File: config.mk
export PLATFORM = sky130hd
export DESIGN_NAME = exdm_pipe_stage
export DESIGN_NICKNAME = d
export VERILOG_FILES = /design/src/rtl/pipe_pkg.sv /design/src/rtl/pipe_slot.sv /design/src/rtl/exdm_pipe_stage.sv
export SDC_FILE = /design/constraint.sdc
export NUM_CORES = 1
export LEC_CHECK = 0
export CORE_UTILIZATION = 41
export DETAILED_ROUTE_END_ITERATION = 6
export PLACE_DENSITY = 0.83
export SKIP_LAST_GASP = 1
export SYNTH_ARGS = -nofsm -noshare
export SYNTH_HDL_FRONTEND = slang
export SYNTH_HIERARCHICAL = 1
export SYNTH_SLANG_ARGS = --single-unit
File: constraint.sdc
create_clock -name clk -period 2.55 [get_ports clk]
set_input_delay 0.255 -clock clk [delete_from_list [all_inputs] [get_ports clk]]
set_output_delay 0.255 -clock clk [all_outputs]
set_load 0.005 [all_outputs]
File: src/rtl/pipe_pkg.sv
// Shared definitions for the EX->DM pipeline stage.
//
// Holds the default field widths and reset PC, plus the reference bundle layout.
// A bundle is packed MSB..LSB as {err, halt, memread, memwrt, alu, pc, rtdata}.
// The stage itself is parametrised, so it packs bundles as flat vectors in the
// same order and sizes them with bundle_w().
package pipe_pkg;

    localparam int DATA_W_DEF = 16;
    localparam int ADDR_W_DEF = 16;
    localparam int CTRL_W     = 4;

    localparam logic [ADDR_W_DEF-1:0] RST_PC_DEF = 16'h0000;

    // Reference layout at default widths.
    typedef struct packed {
        logic                  err;
        logic                  halt;
        logic                  memread;
        logic                  memwrt;
        logic [DATA_W_DEF-1:0] alu;
        logic [ADDR_W_DEF-1:0] pc;
        logic [DATA_W_DEF-1:0] rtdata;
    } exdm_bundle;

    // Total packed width of one bundle for the given field widths.
    function automatic int bundle_w(input int data_w, input int addr_w);
        return (2 * data_w) + addr_w + CTRL_W;
    endfunction

endpackage

File: src/rtl/pipe_slot.sv
// One bundle register of the EX->DM stage.
//
// Ports:
//   clk   in   rising-edge clock
//   clr   in   synchronous clear to RST_VAL (wins over load)
//   load  in   capture d on this edge
//   d     in   W-bit bundle to capture
//   q     out  W-bit held bundle
module pipe_slot #(
    parameter int          W       = 1,
    parameter logic [W-1:0] RST_VAL = {W{1'b0}}
) (
    input  logic         clk,
    input  logic         clr,
    input  logic         load,
    input  logic [W-1:0] d,
    output logic [W-1:0] q
);

    // Bundle register: clear has priority, otherwise load or hold.
    always_ff @(posedge clk) begin
        if (clr) begin
            q <= RST_VAL;
        end else if (load) begin
            q <= d;
        end else begin
            q <= q;
        end
    end

endmodule

File: src/rtl/exdm_pipe_stage.sv
// EX->DM pipeline stage with valid/ready flow control, stall and flush.
//
// Carries ALU result, store data, PC and memory/halt/error control from the
// execute stage to data memory with one cycle of latency.
//
// Ports:
//   clk, rst                 clock, synchronous active-high reset
//   flush                    squash held ops and the op offered this cycle
//   in_valid / in_ready      EX-side handshake
//   in_rtdata/pc/alu         payload from EX
//   in_memwrt/memread/halt/err control from EX
//   out_valid / out_ready    DM-side handshake
//   out_rtdata/pc/alu        registered payload
//   out_memwrt/memread/halt/err registered control, gated by out_valid
//
// Build option: EXDM_SKID_EN adds a second (skid) slot and makes in_ready
// depend only on registered state; without it a single slot is used and
// in_ready follows out_ready combinationally.
module exdm_pipe_stage
    import pipe_pkg::*;
#(
    parameter int                DATA_W = DATA_W_DEF,
    parameter int                ADDR_W = ADDR_W_DEF,
    parameter logic [ADDR_W-1:0] RST_PC = {ADDR_W{1'b0}}
) (
    input  logic              clk,
    input  logic              rst,
    input  logic              flush,
    input  logic              in_valid,
    output logic              in_ready,
    input  logic [DATA_W-1:0] in_rtdata,
    input  logic [ADDR_W-1:0] in_pc,
    input  logic [DATA_W-1:0] in_alu,
    input  logic              in_memwrt,
    input  logic              in_memread,
    input  logic              in_halt,
    input  logic              in_err,
    output logic              out_valid,
    input  logic              out_ready,
    output logic [DATA_W-1:0] out_rtdata,
    output logic [ADDR_W-1:0] out_pc,
    output logic [DATA_W-1:0] out_alu,
    output logic              out_memwrt,
    output logic              out_memread,
    output logic              out_halt,
    output logic              out_err
);

    localparam int BW = bundle_w(DATA_W, ADDR_W);
    localparam logic [BW-1:0] RST_BUNDLE = {4'b0000, {DATA_W{1'b0}}, RST_PC, {DATA_W{1'b0}}};

    logic [BW-1:0] in_bundle;
    logic [BW-1:0] main_d;
    logic [BW-1:0] main_q;
    logic          main_valid;
    logic          main_load;
    logic          accept;
    logic          xfer;
    logic          clr;

    assign in_bundle = {in_err, in_halt, in_memread, in_memwrt, in_alu, in_pc, in_rtdata};
    assign clr       = rst | flush;
    // Flush drops the offered op even when the handshake completes.
    assign accept    = in_valid & in_ready & ~flush;
    assign xfer      = main_valid & out_ready;

`ifdef EXDM_SKID_EN
    logic [BW-1:0] skid_q;
    logic          skid_valid;
    logic          skid_load;

    // skid_valid is a register, so in_ready has no path from out_ready.
    assign in_ready = ~skid_valid;

    // Slot steering: on transfer, refill main from skid (order kept) or from EX;
    // an op arriving while main is stalled parks in the skid slot.
    always_comb begin
        main_load = 1'b0;
        skid_load = 1'b0;
        main_d    = in_bundle;
        if (xfer) begin
            main_load = skid_valid | accept;
            main_d    = skid_valid ? skid_q : in_bundle;
        end else if (!main_valid) begin
            main_load = accept;
        end else begin
            skid_load = accept;
        end
    end

    // Occupancy bits for both slots.
    always_ff @(posedge clk) begin
        if (clr) begin
            main_valid <= 1'b0;
            skid_valid <= 1'b0;
        end else begin
            main_valid <= main_load | (main_valid & ~xfer);
            skid_valid <= skid_load | (skid_valid & ~xfer);
        end
    end

    pipe_slot #(.W(BW), .RST_VAL(RST_BUNDLE)) u_skid (
        .clk  (clk),
        .clr  (clr),
        .load (skid_load),
        .d    (in_bundle),
        .q    (skid_q)
    );
`else
    // Single slot frees up in the same cycle DM consumes it.
    assign in_ready  = ~main_valid | out_ready;
    assign main_load = accept;
    assign main_d    = in_bundle;

    // Occupancy bit for the single slot.
    always_ff @(posedge clk) begin
        if (clr) begin
            main_valid <= 1'b0;
        end else begin
            main_valid <= main_load | (main_valid & ~xfer);
        end
    end
`endif

    pipe_slot #(.W(BW), .RST_VAL(RST_BUNDLE)) u_main (
        .clk  (clk),
        .clr  (clr),
        .load (main_load),
        .d    (main_d),
        .q    (main_q)
    );

    assign out_valid   = main_valid;
    assign out_rtdata  = main_q[DATA_W-1:0];
    assign out_pc      = main_q[DATA_W +: ADDR_W];
    assign out_alu     = main_q[DATA_W+ADDR_W +: DATA_W];
    // An empty slot must never issue a memory op, so control is gated.
    assign out_memwrt  = main_valid & main_q[BW-4];
    assign out_memread = main_valid & main_q[BW-3];
    assign out_halt    = main_valid & main_q[BW-2];
    assign out_err     = main_valid & main_q[BW-1];

endmodule

### The clock network

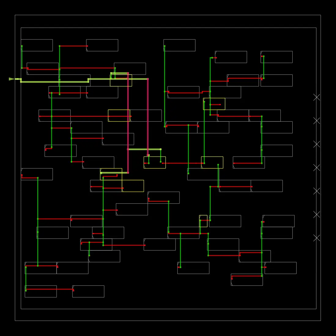
total CTS buffers: 5
TritonCTS sink count: 53

### Metal layers overlaid

Scale: 6 px per µm.
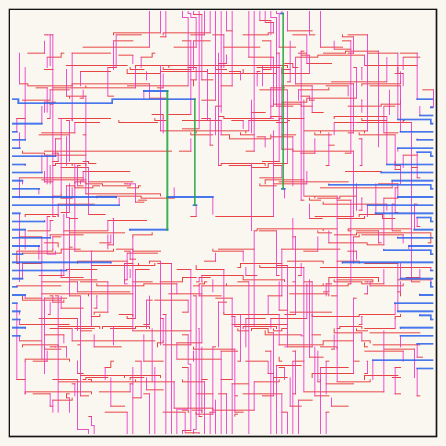
metal 3 -> blue  # wire length 353 µm
metal 2 -> magenta  # wire length 1,990 µm
metal 1 -> red  # wire length 1,970 µm
metal 4 -> green  # wire length 70.0 µm
Via Count: 1,564
gr usage total: 18.1%

==> deck_impl_summary.md <==
Flow Results at a Glance

Status
  – Outcome: finished with violations
  – Failing checks: design-rule violations

Synthesis
  – Post-Syn Area: 1950 µm²
  – Synth area leader: dfxtp_1
  – Mux cell area share: 26.7%
  – Xor+xnor area frac: 0%
  – Post-Synthesis Cells: 178
  – Dominant combinational family: multiplexers
  – Area leader share: 54.4%

Setup path
  – Path depth of the worst reg2reg path: 5
  – Critical path buffers and inverters: 1
  – CP top delay family: buffers and inverters
  – CP Capture Type: output pin
  – Critical-path maximum fanout: 6
  – Crit-path slowest cell: clkdlybuf4s50_1

Power and ir drop
  – Sw Ratio: 21.5%
  – Comb power frac: 13.9%
  – Clk pwr share: 31.8%

Clock network
  – Max Root-Sink Buffers: 2
  – CTS root buf: clkbuf_8
  – Worst-path clk slew: 0.09 ns
  – Post-CTS Setup Bufs: 0

Run
  – Max_cap viols: 0

Routing
  – Routed WL: 4.38 mm
  – DRC viols: 7
  – DRT iter0 DRCs: 120

Placement
  – DP Wirelength: 3.00 mm
  – I/O Buffers: 110
  – Worst slack, placed: 0.634 ns

Timing
  – FMAX: 613 MHz
  – Slack of the critical path: 0.918 ns
  – Slew Limit Fails: 0
  – Final Hold Vio Count: 0
  – Relative slew margins: 60.7%
  – Clk_skew: 0.00590 ns
  – Fin crit share: 64.0%

Die
  – Row cnt: 24
  – Die X: 71.0 µm

Finish
  – Area Growth Syn to Fin: 60.7%
  – Layout Nets: 341

Global routing
  – First-pass GRT wire length: 7.16 mm
  – Grt total ovfl: 0
### Cell area per tile

Scale: 6 px per µm. 7 x 7 tiles, from white (low) to dark blue (high), 0 to 100% covered.
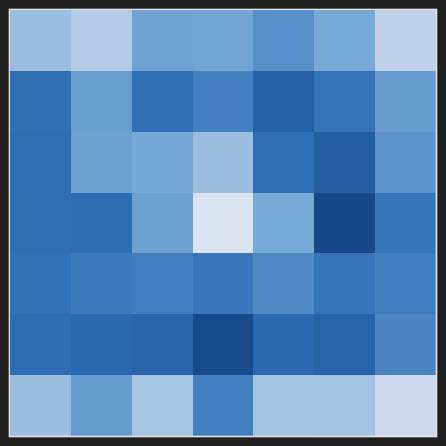
tiles over 75% full = 20%
fullest tile = 90%
mean over tiles = 61%

path summary, 6_finish.rpt:
check | endpoint | slack [ns]
max | out_err | 0.92
min | u_main/q[23] | 0.50
max reg2reg | u_main/q[20] | 1.02
min reg2reg | u_main/q[23] | 0.50
sequential cells by signal, indices dropped and copies added, names as in the netlist:
register / cells
out_valid: 1
u_main/q: 52
Yosys cell counts:
| master | n |
|---|---|
| or2_4 | 1 |
| buf_8 | 5 |
| a21oi_2 | 1 |
| mux2i_1 | 52 |
| clkbuf_2 | 1 |
| nor2_1 | 52 |
| inv_1 | 1 |
| buf_6 | 1 |
| nor3b_1 | 1 |
| nand2b_2 | 1 |
| and2_1 | 4 |
| dfxtp_1 | 53 |
| clkbuf_1 | 5 |
layout make-up:
class | instances | area (µm²)
Inverter | 1 | 3.75
Clock inverter | 1 | 5.00
Tap cell | 52 | 65.1
Timing Repair Buffer | 111 | 1120
Clock buffer | 7 | 96.3
Multi-Input combinational cell | 112 | 779
Sequential cell | 53 | 1060
Fill cell | 361 | 1340
power by group through the flow:
stage	combinational [mW]	clock (mW)	sequential, mW
floorplan	0.0958	0	0.876
global placement	0.217	0	0.875
detailed placement	0.220	0	0.875
CTS	0.221	0.521	0.856
global route	0.235	0.553	0.858
finish	0.219	0.500	0.855
metrics by stage:
stage | hold WS, ns | instance area [µm²] | util (%)
global placement | 0.467 | 3030 | 67.7
global route | 0.515 | 3130 | 70.0
detailed placement | 0.480 | 3030 | 67.7
floorplan | 0.402 | 1950 | -
finish | 0.496 | 3130 | 70.0
CTS | 0.502 | 3130 | 70.0
layer usage:
layer  share of wire (%)  track usage (%)
met1                  45             23.5
met2                  45             28.5
met3                 8.1             5.27
met4                 1.6             6.89
met5                   0                0
Power and IR drop assume default switching activity.
